[config.mk]
export PLATFORM = sky130hd
export DESIGN_NAME = mux_rr_arbiter
export DESIGN_NICKNAME = d
export VERILOG_FILES = /design/src/rtl/mux_rr_arbiter.sv
export SDC_FILE = /design/constraint.sdc
export NUM_CORES = 1
export LEC_CHECK = 0
export ABC_AREA = 0
export CAP_MARGIN = 20
export CORE_ASPECT_RATIO = 1.4
export CORE_MARGIN = 2
export CORE_UTILIZATION = 45
export CTS_BUF_LIST = sky130_fd_sc_hd__clkbuf_16
export CTS_CLUSTER_DIAMETER = 100
export DETAILED_ROUTE_END_ITERATION = 8
export GPL_ROUTABILITY_DRIVEN = 0
export MAX_ROUTING_LAYER = met4
export PLACE_DENSITY = 0.88
export SETUP_SLACK_MARGIN = 0.5
export SYNTH_ARGS = -nofsm -noshare
export SYNTH_HDL_FRONTEND = slang
export SYNTH_SLANG_ARGS = --single-unit
[constraint.sdc]
create_clock -name clk -period 2.32 [get_ports clk]
set_input_delay 0.464 -clock clk [delete_from_list [all_inputs] [get_ports clk]]
set_output_delay 0.464 -clock clk [all_outputs]
set_load 0.02 [all_outputs]
[src/rtl/mux_rr_arbiter.sv]
// Two-requester round-robin arbiter feeding a registered 2:1 mux output stage.
// Latency: 1 cycle from an accepted input word to dataOut/validOut.
// Backpressure: readyOut low with validOut high freezes outputs, FSM and burst count; no grants are issued.
//
// Ports:
//   clk, reset            rising-edge clock, asynchronous active-high reset
//   dataIn0/validIn0      requester 0 word and valid; readyIn0 (comb.) = word taken this cycle
//   dataIn1/validIn1      requester 1 word and valid; readyIn1 (comb.) = word taken this cycle
//   dataOut/validOut      registered output word and its valid
//   srcOut                requester that produced dataOut (0 = in0, 1 = in1)
//   readyOut              consumer takes dataOut this cycle
module mux_rr_arbiter #(
  parameter int DATA_W    = 8,
  parameter int BURST_MAX = 4
) (
  input  logic              clk,
  input  logic              reset,
  input  logic [DATA_W-1:0] dataIn0,
  input  logic              validIn0,
  output logic              readyIn0,
  input  logic [DATA_W-1:0] dataIn1,
  input  logic              validIn1,
  output logic              readyIn1,
  output logic [DATA_W-1:0] dataOut,
  output logic              validOut,
  output logic              srcOut,
  input  logic              readyOut
);

  localparam int CNT_W = $clog2(BURST_MAX + 1);
  localparam logic [CNT_W-1:0] CNT_MAX = CNT_W'(BURST_MAX);
  localparam logic [CNT_W-1:0] CNT_ONE = CNT_W'(1);

  typedef enum logic [1:0] {
    IDLE = 2'd0,
    OWN0 = 2'd1,
    OWN1 = 2'd2
  } state_t;

  // Registered state
  state_t              state_q, state_d;
  logic [CNT_W-1:0]    cnt_q, cnt_d;
  logic                last_q;
  logic [DATA_W-1:0]   data_q;
  logic                valid_q;
  logic                src_q;

  // Grant decision for the current cycle
  logic                ld;
  logic                gnt_vld;
  logic                gnt_sel;

  // Owner-relative views of the request lines, meaningful only in OWN0/OWN1
  logic                own_sel;
  logic                own_vld;
  logic                oth_vld;

  // The output register can take a new word when empty or being drained.
  // Only registered state and readyOut feed this, so validIn never reaches
  // validOut combinationally.
  assign ld = !valid_q | readyOut;

  assign own_sel = (state_q == OWN1);
  assign own_vld = own_sel ? validIn1 : validIn0;
  assign oth_vld = own_sel ? validIn0 : validIn1;

  always_comb begin
    state_d = state_q;
    cnt_d   = cnt_q;
    gnt_vld = 1'b0;
    gnt_sel = 1'b0;

    if (ld) begin
      unique case (state_q)
        IDLE: begin
          // A tie goes to whoever was not served last, so reset (last=1)
          // hands the first tie to requester 0.
          if (validIn0 && validIn1) begin
            gnt_vld = 1'b1;
            gnt_sel = ~last_q;
          end else if (validIn0) begin
            gnt_vld = 1'b1;
            gnt_sel = 1'b0;
          end else if (validIn1) begin
            gnt_vld = 1'b1;
            gnt_sel = 1'b1;
          end
          if (gnt_vld) begin
            state_d = gnt_sel ? OWN1 : OWN0;
            cnt_d   = CNT_ONE;
          end
        end

        OWN0, OWN1: begin
          // The owner keeps the grant until its burst is spent, but a sole
          // requester is never starved by its own burst limit.
          if (own_vld && ((cnt_q < CNT_MAX) || !oth_vld)) begin
            gnt_vld = 1'b1;
            gnt_sel = own_sel;
            if (cnt_q != CNT_MAX) begin
              cnt_d = cnt_q + CNT_ONE;
            end
          end else if (oth_vld) begin
            // Switch in the same cycle, with a fresh burst for the new owner.
            gnt_vld = 1'b1;
            gnt_sel = ~own_sel;
            state_d = own_sel ? OWN0 : OWN1;
            cnt_d   = CNT_ONE;
          end else begin
            state_d = IDLE;
            cnt_d   = '0;
          end
        end

        default: begin
          state_d = IDLE;
          cnt_d   = '0;
        end
      endcase
    end
  end

  // A grant is only ever issued to a valid requester, so readyIn alone
  // marks the transfer; at most one of the two can be high.
  assign readyIn0 = gnt_vld & ~gnt_sel;
  assign readyIn1 = gnt_vld &  gnt_sel;

  always_ff @(posedge clk or posedge reset) begin
    if (reset) begin
      state_q <= IDLE;
      cnt_q   <= '0;
      last_q  <= 1'b1;
      data_q  <= '0;
      valid_q <= 1'b0;
      src_q   <= 1'b0;
    end else if (ld) begin
      state_q <= state_d;
      cnt_q   <= cnt_d;
      valid_q <= gnt_vld;
      if (gnt_vld) begin
        data_q <= gnt_sel ? dataIn1 : dataIn0;
        src_q  <= gnt_sel;
        last_q <= gnt_sel;
      end
    end
  end

  assign dataOut  = data_q;
  assign validOut = valid_q;
  assign srcOut   = src_q;

endmodule

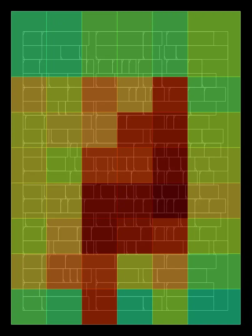
*Routing congestion, run 1*
GR Util met2: 57.8%
routing usage on met3: 3.81%
most used routing layer in global routing: met2

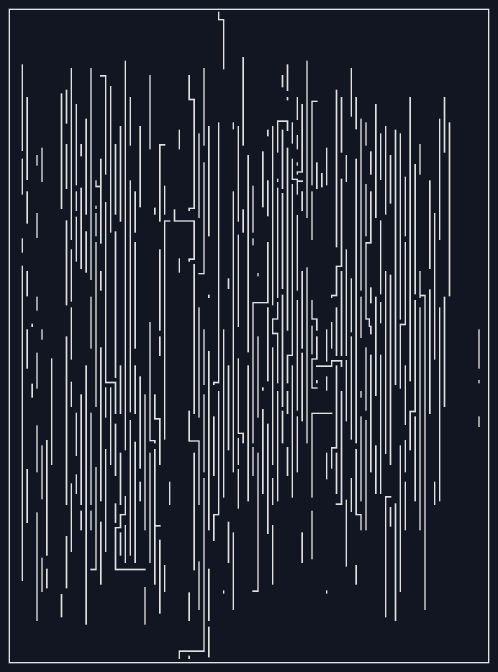
*Metal 2, run 1*
The layer holds 52% of the routed length. 189 nets have wire on it.

==> qor.csv, run 1 <==
stage;metric;value;unit
power;clock power share;10.7;%
power;Comb pwr share;72.1;%
synth;post-synthesis cell type count;36;
floorplan;chip area;0.00273;mm^2
hold_path;Worst Hold End;srcOut$_DFFE_PP0P_;
worst_setup_path;R2R depth;11;
worst_setup_path;critical path class;reg -> out;
clock_network;hold_buf cts;0;
floorplan;std cell rows;20;
drt;Max Used Layer;met4;
status;status;complete, but fails checks;
drt;Via density;6.12;
drt;vias;1199;
drt;DR pass1 iterations;4;
placement;Area after DPL;0.00158;mm^2
global_route;initial antenna violation count;0;
placement;input/output buffers;32;
clock_network;CTS tree;yes;
worst_setup_path;Setup crit end;readyIn1;
global_route;gr ovfl total;0;
final_timing;fin crit period;2.39;ns
flow_run;Log Warnings;33;
final_timing;hold slack;0.533;ns
drt;antenna viol nets, final;0;
clock_network;CTS root buffer;clkbuf_16;
hold_path;Hold Startpoint;srcOut$_DFFE_PP0P_;
worst_setup_path;worst r2r src;state_q[0]$_DFFE_PP0P_;
worst_setup_path;CP Launch Type;flop;
floorplan;die height;61.1;um
floorplan;Die Span X;44.8;um
floorplan;core area;0.00218;mm^2
status;failing checks;setup timing;
synth;synth warn;0;
cells_and_area;share of cells above drive strength 1;46.0;%
synth;sequential share of the synthesized area;38.4;%
final_timing;unrepaired setup endpoints after global routing;true;
worst_setup_path;worst r2r dst;state_q[0]$_DFFE_PP0P_;
final_timing;slew margin rel.;58.6;%
power;top power group;combinational logic;
synth;yosys stat cell total;109;
synth;Post-synth regs;16;
synth;floorplan net count;136;
worst_setup_path;Setup crit end kind;output pin;
drt;DR WL met3;219;um
power;P_seq;0.540;mW
drt;DR WL met2;2120;um
synth;YS chip area;0.00105;mm^2
cells_and_area;post-route cell area;0.00196;mm^2
final_timing;Slew @ Worst Pin;0.620;ns
floorplan;Initial Util;48.1;%
cells_and_area;final cell count without fillers;196;
power;P_int;1.83;mW
clock_network;Worst-path clk slew;0.05;ns
drt;met1 wire length;1540;um
clock_network;deepest clock path buffer count;2;
power;Clk power;0.338;mW
final_timing;final worst setup slack;-0.0666;ns
clock_network;H-tree Lvls;1;
global_route;vias in the first global route;1332;
clock_network;CTS buffer count;3;
power;Flop pwr share;17.2;%
synth;post-synth top area share;35.8;%
synth;cell type with the largest total area;dfrtp_1;
global_route;Overall Global Routing Usage;32.5;%
clock_network;Latency at later pin;0.25;ns
synth;most instantiated cells after synthesis;15 x dfrtp_1, 13 x a21oi_1, 10 x mux2i_1;
cells_and_area;antenna cells;0;
power;leakage;0.821;nW
synth;Gate Count Post-Synth;109;
power;peak supply drop;1250;uV
hold_path;min-delay worst type;reg -> reg;
clock_network;CTS sink cnt;16;
placement;hpwl dp;2070;um
drt;DRC;0;
synth;ys async rst share;100;%
final_timing;clock skew;0.00642;ns
hold_path;hold path depth;1;
global_route;first-pass GRT wire length;6070;um
floorplan;IO Pins;33;
drt;final wirelength;4100;um
synth;Top FF cell, synth;dfrtp_1;
cells_and_area;fin util;90.1;%
drt;iteration-0 DRC count of the detailed router;30;
final_timing;final setup fails;2;
worst_setup_path;worst endpoint data arrival time;1.92;ns
synth;syn avg cell area;9.61;um^2
worst_setup_path;crit path max fanout;4;
placement;dpl cells;179;
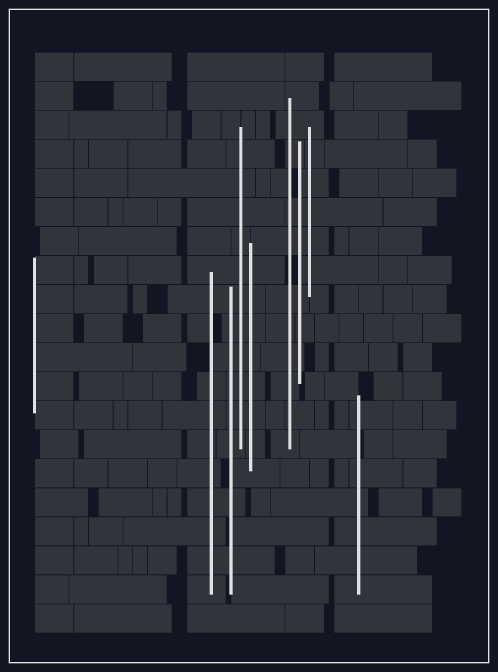
*The metal 4 layer, run 1*
The layer holds 5.2% of the routed length. The longest straight run is 32.6 um. 9 nets have wire on it. The wires run mostly vertical. The layer carries 213 um of wire.

run 1: critical path, cell delays in order, from the launching register on:
cell	delay, ns
dfrtp_2	0.44
inv_2	0.08
ha_4	0.16
or4b_4	0.52
o311ai_4	0.15
buf_12	0.16
nor3_4	0.04
buf_6	0.13
run 1: sequential cells by signal, indices dropped and copies added, names as in the netlist:
register / count
cnt_q: 3
dataOut: 8
validOut: 1
srcOut: 1
state_q: 2
last_q: 1
run 1: kinds of logic (layout without fill, tap and decap cells):
kind of cell    count (synthesis)  count (layout)  share of synthesized area, %
simple gates                   31              31                          16.6
buf+inv                        12              77                          6.21
compound gates                 33              33                          21.0
flops                          16              16                          38.4
mux                            11              11                          10.6
fa+ha+maj                       6               6                          7.17
run 1: layout make-up:
cell class	count	area [um^2]
tap	22	27.5
clock inverter	1	3.75
multi-input combinational	81	785
fill	78	215
timing repair buffer	65	636
sequential	16	403
inverter	8	32.5
clock buffer	3	75.1
run 1: cells in the final DEF, fill, tap and decap left out, types with 2 or more instances in the layout:
master           synthesis  routed
dfrtp_1                 15      14
dlygate4sd2_1            0       2
a21oi_2                  0       9
nor2_1                   8       8
o21ai_0                  3       3
ha_4                     0       3
o21a_1                   3       3
inv_1                    8       6
nand2_2                  0       2
mux2i_2                  0       7
clkdlybuf4s50_1          0      28
buf_4                    1      24
o21ai_1                  5       4
nor2_4                   1       2
mux2i_1                 10       2
inv_2                    0       2
nand2b_1                 4       3
or4b_4                   1       2
clkbuf_16                0       3
ha_1                     6       3
buf_6                    2       8
a21oi_1                 13       4
nand2_1                  8       6
run 1: what timing repair did:
item,CTS,global route
setup buffers,8,4
gates resized,38,12
setup endpoints to repair,17,17
endpoints found under the hold margin,0,0
gates cloned,1,0
pin swaps,6,2
## Run 2: what changed since run 1
SLEW_MARGIN = 20   (was not set)
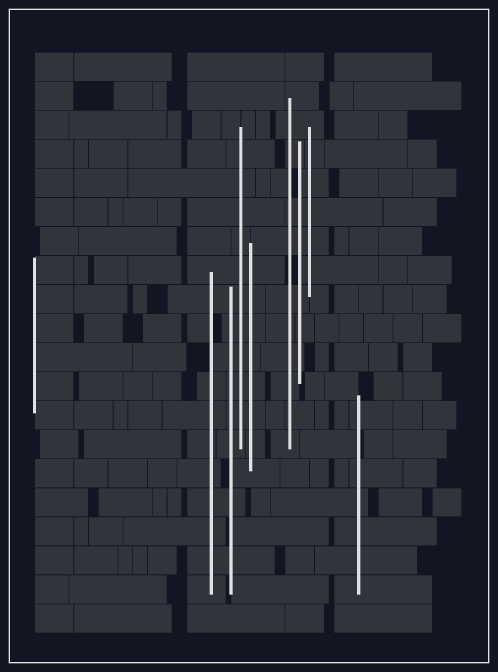
*The metal 4 layer, run 2*
The layer holds 5.2% of the routed length. 9 nets have wire on it.

==> qor.csv, run 2 <==
stage;metric;value;unit
status;status;complete, but fails checks;
status;failing checks;setup timing;
final_timing;final setup fails;2;
power;clock power share;10.7;%
cells_and_area;antenna cells;0;
synth;Simple-Gate Fraction of Synth Area;16.6;%
synth;ys async rst share;100;%
worst_setup_path;R2R depth;11;
final_timing;slew margin rel.;58.6;%
floorplan;chip area;0.00273;mm^2
placement;dpl cells;179;
floorplan;IO Pins;33;
final_timing;final worst setup slack;-0.0666;ns
clock_network;hold_buf cts;0;
clock_network;CTS buffer count;3;
cells_and_area;storage element area;403;um^2
worst_setup_path;CP Launch Type;flop;
placement;input/output buffers;32;
hold_path;min-delay worst type;reg -> reg;
clock_network;Latency at later pin;0.25;ns
global_route;first-pass GRT wire length;6070;um
cells_and_area;Fillers;78;
drt;DR pass1 iterations;4;
power;Comb pwr share;72.1;%
synth;Top logic family;AND-OR/OR-AND gates;
worst_setup_path;critical path class;reg -> out;
cells_and_area;most common logic cells in the final layout;28 x clkdlybuf4s50_1, 24 x buf_4, 14 x dfrtp_1;
synth;Gate Count Post-Synth;109;
floorplan;std cell rows;20;
clock_network;CTS tree;yes;
synth;Post-synth regs;16;
final_timing;Slew @ Worst Pin;0.620;ns
clock_network;CTS root buffer;clkbuf_16;
cells_and_area;most frequent logic cell in the layout;clkdlybuf4s50_1;
global_route;initial antenna violation count;0;
drt;vias;1199;
hold_path;Hold Startpoint;srcOut$_DFFE_PP0P_;
drt;DRC;0;
final_timing;hold slack;0.533;ns
final_timing;clock skew;0.00642;ns
synth;yosys stat cell total;109;
power;P_int;1.83;mW
power;Clk power;0.338;mW
cells_and_area;fin util;90.1;%
drt;DR WL met2;2120;um
synth;post-synth top area share;35.8;%
synth;xor/xnor share;0;%
cells_and_area;final cell count without fillers;196;
placement;hpwl dp;2070;um
hold_path;hold path depth;1;
synth;floorplan net count;136;
power;leakage;0.821;nW
synth;synth warn;0;
power;P_seq;0.540;mW
-- run 2: layer usage --
| layer | track usage (%) | vias up |
|---|---|---|
| li1 | - | 519 |
| met1 | 33.9 | 578 |
| met2 | 57.8 | 83 |
| met3 | 3.81 | 19 |
| met4 | 19.3 | 0 |
| met5 | - | - |
-- run 2: worst max-delay path: stages, from the launching register on --
cell	delay (ns)
dfrtp_2	0.44
inv_2	0.08
ha_4	0.16
or4b_4	0.52
o311ai_4	0.15
buf_12	0.16
nor3_4	0.04
buf_6	0.13
-- run 2: per-stage QoR --
stage / area [um^2] / TNS (ns)
after global routing: 1960 / -0.222
after CTS: 1870 / -0.0823
final: 1960 / -0.123
after global placement: 1580 / -0.850
after floorplan: 1120 / 0
after detailed placement: 1580 / -1.09
-- run 2: timing repair --
action | 4_1_cts | 5_1_grt
gates cloned | 1 | 0
buffers inserted | 8 | 4
setup endpoints to repair | 17 | 17
pin swaps | 6 | 2
resized | 38 | 12
-- run 2: final cells by class --
type / count / area share, %
Timing Repair Buffer: 65 / 32.4
Sequential cell: 16 / 20.5
Clock buffer: 3 / 3.83
Multi-Input combinational cell: 81 / 40.0
Inverter: 8 / 1.66
Tap cell: 22 / 1.40
Clock inverter: 1 / 0.191
-- run 2: worst max-delay path by stage --
stage	startpoint	end	slack, ns	cells after the start
2_1_floorplan	state_q[1]$_DFFE_PP0P_	readyIn0	0.31	6
3_3_place_gp	validIn0	readyIn0	-0.42	7
3_5_place_dp	validIn0	readyIn0	-0.51	7
4_1_cts	state_q[1]$_DFFE_PP0P_	readyIn1	-0.04	7
5_1_grt	state_q[1]$_DFFE_PP0P_	readyIn1	-0.09	7
6_report	state_q[1]$_DFFE_PP0P_	readyIn1	-0.07	7
Power figures rest on the tool's default switching activity, not on a simulated workload.
